`src/rtl/fetch_pkg.sv`:
```
// rtl/fetch_pkg.sv - shared state encoding and default constants for the fetch controller
// Ports: none (package).
package fetch_pkg;

    localparam logic [1:0] STATE_IDLE   = 2'd0;
    localparam logic [1:0] STATE_REQ    = 2'd1;
    localparam logic [1:0] STATE_SQUASH = 2'd2;

    typedef enum logic [1:0] {
        IDLE   = STATE_IDLE,
        REQ    = STATE_REQ,
        SQUASH = STATE_SQUASH
    } fetch_state_t;

    localparam int unsigned DEFAULT_PC_STEP  = 4;
    localparam logic [31:0] DEFAULT_RESET_PC = 32'h0000_0000;

endpackage

```
`src/rtl/fetch_if.sv`:
```
// rtl/fetch_if.sv - instruction memory request/ready bus between fetch controller and memory
// Signals: mem_req/mem_addr (controller -> memory), mem_ready/mem_rdata (memory -> controller).
// Modports: master (fetch controller), slave (instruction memory).
interface fetch_if #(
    parameter int BIT_NUMBER = 32
);
    logic                  mem_req;
    logic [BIT_NUMBER-1:0] mem_addr;
    logic                  mem_ready;
    logic [BIT_NUMBER-1:0] mem_rdata;

    modport master (
        output mem_req,
        output mem_addr,
        input  mem_ready,
        input  mem_rdata
    );

    modport slave (
        input  mem_req,
        input  mem_addr,
        output mem_ready,
        output mem_rdata
    );
endinterface

```
`src/rtl/fetch_out_reg.sv`:
```
// rtl/fetch_out_reg.sv - one-entry holding register for a fetched instruction and its PC+step
// Ports: clk, rst (async active-low), load/clear controls, load_pc/load_instruction data in,
//        valid/pc/instruction registered outputs. Load wins over clear; otherwise contents hold.
module fetch_out_reg #(
    parameter int BIT_NUMBER = 32
) (
    input  logic                  clk,
    input  logic                  rst,
    input  logic                  load,
    input  logic                  clear,
    input  logic [BIT_NUMBER-1:0] load_pc,
    input  logic [BIT_NUMBER-1:0] load_instruction,
    output logic                  valid,
    output logic [BIT_NUMBER-1:0] pc,
    output logic [BIT_NUMBER-1:0] instruction
);

    always_ff @(posedge clk or negedge rst) begin
        if (!rst) begin
            valid       <= 1'b0;
            pc          <= '0;
            instruction <= '0;
        end else if (load) begin
            valid       <= 1'b1;
            pc          <= load_pc;
            instruction <= load_instruction;
        end else if (clear) begin
            // Only the valid flag drops; stale data is harmless once invalid.
            valid <= 1'b0;
        end
    end

endmodule

```
`src/rtl/fetch_controller.sv`:
```
// rtl/fetch_controller.sv - IF-stage fetch sequencer with hazard stall, branch redirect and squash
// Ports: clk, rst (async active-low), hazard_stall, branch_taken, branch_address,
//        mem (fetch_if.master: mem_req/mem_addr out, mem_ready/mem_rdata in),
//        if_valid/if_pc/if_instruction (output register contents).
module fetch_controller
    import fetch_pkg::*;
#(
    parameter int                    BIT_NUMBER = 32,
    parameter int unsigned           PC_STEP    = DEFAULT_PC_STEP,
    parameter logic [BIT_NUMBER-1:0] RESET_PC   = BIT_NUMBER'(DEFAULT_RESET_PC)
) (
    input  logic                  clk,
    input  logic                  rst,
    input  logic                  hazard_stall,
    input  logic                  branch_taken,
    input  logic [BIT_NUMBER-1:0] branch_address,
    fetch_if.master               mem,
    output logic                  if_valid,
    output logic [BIT_NUMBER-1:0] if_pc,
    output logic [BIT_NUMBER-1:0] if_instruction
);

    localparam logic [BIT_NUMBER-1:0] STEP = BIT_NUMBER'(PC_STEP);

    fetch_state_t          state;
    logic [BIT_NUMBER-1:0] fetch_pc;
    logic [BIT_NUMBER-1:0] req_addr;
    logic                  req;

    logic                  completion;
    logic                  consume;
    logic                  slot_free;
    logic                  load_out;
    logic                  clear_out;
    logic [BIT_NUMBER-1:0] next_pc;

    assign completion = req && mem.mem_ready;
    assign consume    = if_valid && !hazard_stall;
    assign slot_free  = !if_valid || !hazard_stall;
    assign next_pc    = fetch_pc + STEP;  // wraps modulo 2^BIT_NUMBER

    // Data from a squashed request, or one racing a branch, is never loaded.
    assign load_out  = (state == REQ) && completion && !branch_taken;
    assign clear_out = branch_taken || consume;

    assign mem.mem_req  = req;
    assign mem.mem_addr = req_addr;

    always_ff @(posedge clk or negedge rst) begin
        if (!rst) begin
            state    <= IDLE;
            fetch_pc <= RESET_PC;
            req      <= 1'b0;
            req_addr <= RESET_PC;
        end else begin
            if (branch_taken) begin
                fetch_pc <= branch_address;
            end else if (load_out) begin
                fetch_pc <= next_pc;
            end

            case (state)
                IDLE: begin
                    // Issue only into a slot that is empty or being drained this
                    // cycle, so a completion can never overwrite a live entry.
                    if (slot_free && !branch_taken) begin
                        state    <= REQ;
                        req      <= 1'b1;
                        req_addr <= fetch_pc;
                    end
                end
                REQ: begin
                    if (completion) begin
                        state <= IDLE;
                        req   <= 1'b0;
                    end else if (branch_taken) begin
                        // The request cannot be withdrawn; let it finish and drop it.
                        state <= SQUASH;
                    end
                end
                SQUASH: begin
                    if (completion) begin
                        state <= IDLE;
                        req   <= 1'b0;
                    end
                end
                default: begin
                    state <= IDLE;
                    req   <= 1'b0;
                end
            endcase
        end
    end

    fetch_out_reg #(
        .BIT_NUMBER(BIT_NUMBER)
    ) u_out_reg (
        .clk              (clk),
        .rst              (rst),
        .load             (load_out),
        .clear            (clear_out),
        .load_pc          (next_pc),
        .load_instruction (mem.mem_rdata),
        .valid            (if_valid),
        .pc               (if_pc),
        .instruction      (if_instruction)
    );

endmodule

```
`src/flat_wrapper.sv`:
```
// flat-port wrapper written by rule: the top's interface ports become plain ports
module fetch_controller_flat import fetch_pkg::*;
#(
    parameter int                    BIT_NUMBER = 32,
    parameter int unsigned           PC_STEP    = DEFAULT_PC_STEP,
    parameter logic [BIT_NUMBER-1:0] RESET_PC   = BIT_NUMBER'(DEFAULT_RESET_PC)
)
  (clk, rst, hazard_stall, branch_taken, branch_address, if_valid, if_pc, if_instruction, mem_mem_req, mem_mem_addr, mem_mem_ready, mem_mem_rdata);
  fetch_if #(.BIT_NUMBER(BIT_NUMBER)) mem_i ();
  input  logic clk;
  input  logic rst;
  input  logic hazard_stall;
  input  logic branch_taken;
  input  logic [BIT_NUMBER-1:0] branch_address;
  output logic if_valid;
  output logic [BIT_NUMBER-1:0] if_pc;
  output logic [BIT_NUMBER-1:0] if_instruction;
  output wire logic [$bits(mem_i.mem_req)-1:0] mem_mem_req;
  output wire logic [$bits(mem_i.mem_addr)-1:0] mem_mem_addr;
  input wire logic [$bits(mem_i.mem_ready)-1:0] mem_mem_ready;
  input wire logic [$bits(mem_i.mem_rdata)-1:0] mem_mem_rdata;
  assign mem_mem_req = mem_i.mem_req;
  assign mem_mem_addr = mem_i.mem_addr;
  assign mem_i.mem_ready = mem_mem_ready;
  assign mem_i.mem_rdata = mem_mem_rdata;
  fetch_controller #(.BIT_NUMBER(BIT_NUMBER), .PC_STEP(PC_STEP), .RESET_PC(RESET_PC)) u_core (.clk(clk), .rst(rst), .hazard_stall(hazard_stall), .branch_taken(branch_taken), .branch_address(branch_address), .mem(mem_i), .if_valid(if_valid), .if_pc(if_pc), .if_instruction(if_instruction));
endmodule
```
`config.mk`:
```
export PLATFORM = sky130hd
export DESIGN_NAME = fetch_controller_flat
export DESIGN_NICKNAME = d
export VERILOG_FILES = /design/src/rtl/fetch_pkg.sv /design/src/rtl/fetch_if.sv /design/src/rtl/fetch_out_reg.sv /design/src/rtl/fetch_controller.sv /design/src/flat_wrapper.sv
export SDC_FILE = /design/constraint.sdc
export NUM_CORES = 1
export LEC_CHECK = 0
export ABC_AREA = 1
export CAP_MARGIN = 15
export CORE_ASPECT_RATIO = 0.7
export CORE_MARGIN = 3
export CORE_UTILIZATION = 52
export DETAILED_ROUTE_END_ITERATION = 10
export MAX_ROUTING_LAYER = met4
export PLACE_DENSITY = 0.86
export SETUP_SLACK_MARGIN = 0.02
export SLEW_MARGIN = 20
export SYNTH_ARGS = -nofsm -noshare
export SYNTH_HDL_FRONTEND = slang
export SYNTH_SLANG_ARGS = --single-unit
```
`constraint.sdc`:
```
create_clock -name clk -period 4.1 [get_ports clk]
set_input_delay 0.82 -clock clk [delete_from_list [all_inputs] [get_ports clk]]
set_output_delay 0.82 -clock clk [all_outputs]
set_load 0.02 [all_outputs]
```
==> results.ini <==
[grt]
grt_util_met1_pct = 36.48
gr-usage-met3_pct = 7.542
first_global_vias = 5590
grt_max_degree = 68
grt.overflow.total = 0
antenna_found_initial = 1
grt_usage_pct = 29.24
grt_pass1_wl_mm = 28.33
grt-busiest-layer = met2
grtUsageMet2_pct = 48.48

[drt]
dr_total_vias = 5703
maxUsedRoutingLayer = met4
met3_length_mm = 1.490
ant_nets = 0
routed_via_density = 5.390
wire_per_inst_um = 16.63
drc = 0
wl_met1_mm = 7.360
drt_iter0_drc = 505
dr.pass1.iters = 5
drt-total-wl_mm = 17.59
met2_length_mm = 8.521

[final_timing]
rsz0062_at_grt = false
layout_setup_ws_ns = 1.400
fin_crit_sh_pct = 65.85
fin_setup_tns_ns = 0
slew-limit-headroom_pct = 37.02
post-route-min-period_ns = 2.700
worstMarginPinSlew_ns = 0.9447
hold-worst-slack_ns = 0.4671
final_hold_viol_count = 0
setup_viol = 0
maxSlewViolCount = 0
max_freq_ghz = 0.3704

[placement]
numPortBuffers = 166
place_hpwl_mm = 11.86
gp_congestion = 0.8747
post-place-ws_ns = 1.060
placed_cell_area_sq_um = 7667

[clocking]
cts_setup_buffers = 0
clock_path_buffers = 2
holdBufCountCts = 0
numCtsBuffers = 17
htree_levels = 4
clock_tree.root_cell = clkbuf_16
tritoncts = done
cts-resized-gates = 0
cts.sinks = 132
clk_pin_slew_ns = 0.06

[synth]
postSynthSeqShare_pct = 55.68
ys_seq_elements = 132
ys_cells = 734
synth.avg_cell_area_sq_um = 8.082
ys_chip_area_sq_um = 5932
synth_cell_types = 24
fp_nets = 807
netlist_instances = 734
synth.cell_area_sq_um = 5932
yosys_warnings = 0

[pwr]
swShare_pct = 35.42
p_sw_uw = 1989
irDropWorstVdd_mv = 0.4153
power_density_nw_per_um2 = 678.6
pwr-share-seq_pct = 36.1
p_leak_uw = 0.004057
clkPwrFrac_pct = 27.0
internal_power_uw = 3627
p_total_uw = 5616
p_comb_share_pct = 36.9

[critical_path]
worstPathMaxFanout = 66
worstPathRequired_ns = 4.37
worstSetupStartpointType = primary input
reg2reg_slack_ns = 1.72
arrival_ns = 2.97
critical_path_class = in2reg
end_kind = flip-flop

[die]
initial_utilization_pct = 55.21
rows = 31
core_region_area_sq_um = 10740
dieArea_sq_um = 12750
io_pins = 167
dieWidth_um = 133.7
die_h_um = 95.36

[cells_and_area]
logic_area_sq_um = 2256
drive_gt1_share_pct = 6.381
syn2layout_area_growth_pct = 39.51
nNetsFinal = 970
finalInstanceArea_sq_um = 8275
n_fill_cell = 714
register_area_sq_um = 3303

[flow_run]
drv_cap = 0
warnings = 28

[outcome]
status = finished clean

[hold_path]
worstHoldPathType = reg2reg

-- power groups by stage --
stage | registers (uW) | logic [uW] | clock network (uW)
detailed placement | 2020 | 2050 | 0
finish | 2030 | 2070 | 1520
floorplan | 2450 | 554 | 0
global route | 2070 | 2230 | 1590
CTS | 2020 | 2080 | 1530
global placement | 2000 | 1990 | 0
-- final timing paths --
kind	from	end	depth (start not counted)
max	mem_mem_ready	u_core.u_out_reg.pc[1]	7
min	u_core.u_out_reg.instruction[9]	u_core.u_out_reg.instruction[9]	2
max reg2reg	u_core.state[1]	u_core.u_out_reg.pc[1]	6
min reg2reg	u_core.u_out_reg.instruction[9]	u_core.u_out_reg.instruction[9]	2
max in group asynchronous	rst	u_core.u_out_reg.instruction[19]	2
min in group asynchronous	rst	u_core.mem.mem_addr[6]	1
-- cell usage after synthesis, drive strengths merged --
cell type / number / area [sq um]
a21oi: 3 / 15.01
nand3: 52 / 260.3
dfrtp: 132 / 3303
xor2: 3 / 26.28
inv: 60 / 225.2
o21ai: 59 / 295.3
ha: 4 / 50.05
nor3: 1 / 5.000
clkbuf: 8 / 32.53
and2: 2 / 12.51
or2: 1 / 6.260
nand2: 341 / 1300
nor2: 42 / 220.2
o211ai: 7 / 52.55
buf: 18 / 123.9
clkinv: 1 / 3.750
-- cells in the final DEF, fill, tap and decap left out, drive strengths merged --
| master | count |
|---|---|
| nor3 | 1 |
| or2 | 1 |
| xor2 | 3 |
| nand2 | 341 |
| and2 | 2 |
| dfrtp | 132 |
| a21oi | 3 |
| bufinv | 2 |
| clkdlybuf4s50 | 165 |
| ha | 4 |
| diode | 1 |
| clkinvlp | 2 |
| buf | 5 |
| clkinv | 6 |
| clkbuf | 23 |
| inv | 59 |
| o211ai | 7 |
| nor2 | 42 |
| nand3 | 52 |
| o21ai | 59 |
-- metrics by stage --
step | std cells | util [%]
6_report | 1058 | 77.02
3_5_place_dp | 1026 | 71.36
2_1_floorplan | 734 | -
3_3_place_gp | 1026 | 71.36
5_1_grt | 1058 | 77.02
4_1_cts | 1057 | 76.92
-- registers in the layout, summed over array words and instances (netlist names) --
name	count
u_core.fetch_pc	32
u_core.mem.mem_addr	32
u_core.mem.mem_req	1
u_core.state	2
u_core.u_out_reg.instruction	32
u_core.u_out_reg.pc	32
u_core.u_out_reg.valid	1
-- critical path, stage by stage --
cell and delay [ns]:
clkdlybuf4s50_1 0.48, nand2_1 0.08, inv_2 0.07, nand2_2 0.08
nor2_4 0.11, clkinv_2 0.69, o21ai_0 0.61
-- logic make-up (layout without fill, tap and decap cells) --
logic type | count (synthesis) | after routing | share of synthesized area, %
AND/OR/NAND/NOR | 439 | 439 | 30.42
flip-flops | 132 | 132 | 55.68
buffers and inverters | 87 | 262 | 6.496
AND-OR/OR-AND | 69 | 69 | 6.117
adder cells (fa/ha/maj) | 4 | 4 | 0.8437
XOR/XNOR | 3 | 3 | 0.4430
other | 0 | 1 | 0
-- final cells by class --
type / count / area share, %
antenna: 1 / 0.03024
clock buffer: 23 / 6.018
tap: 148 / 2.238
sequential: 132 / 39.92
inverter: 61 / 2.782
clock inverter: 8 / 1.194
multi-input combinational: 515 / 27.26
timing repair buffer: 170 / 20.56
Fig. 1: the clock network
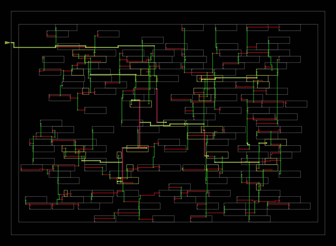
Clock Latency Late Sink: 0.41 ns
Clock group: 1520 uW
Worst Clk Skew: 0.007796 ns

Fig. 2: metal 4
Bar = 50 um. Cells faint in the background.
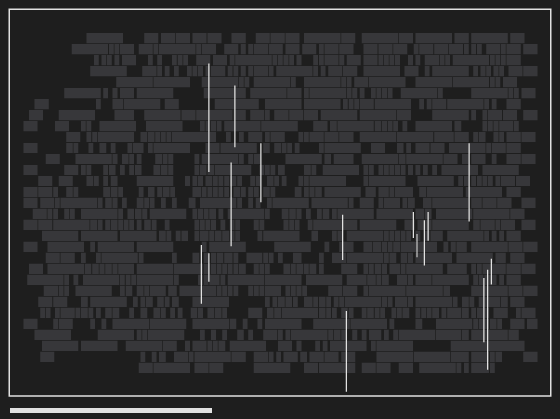
share of all routed wire: 1.3%
main direction: vertical

Fig. 3: the metal 2 layer
Cells faint in the background.
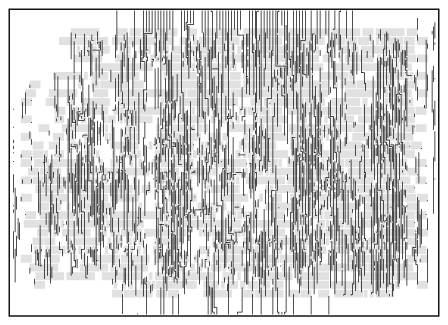
nets with wire on the layer: 831
wire length on this layer: 8520 um
main direction: vertical
share of all routed wire: 48%

No activity file was given, so power comes from the tool's default toggle rates.
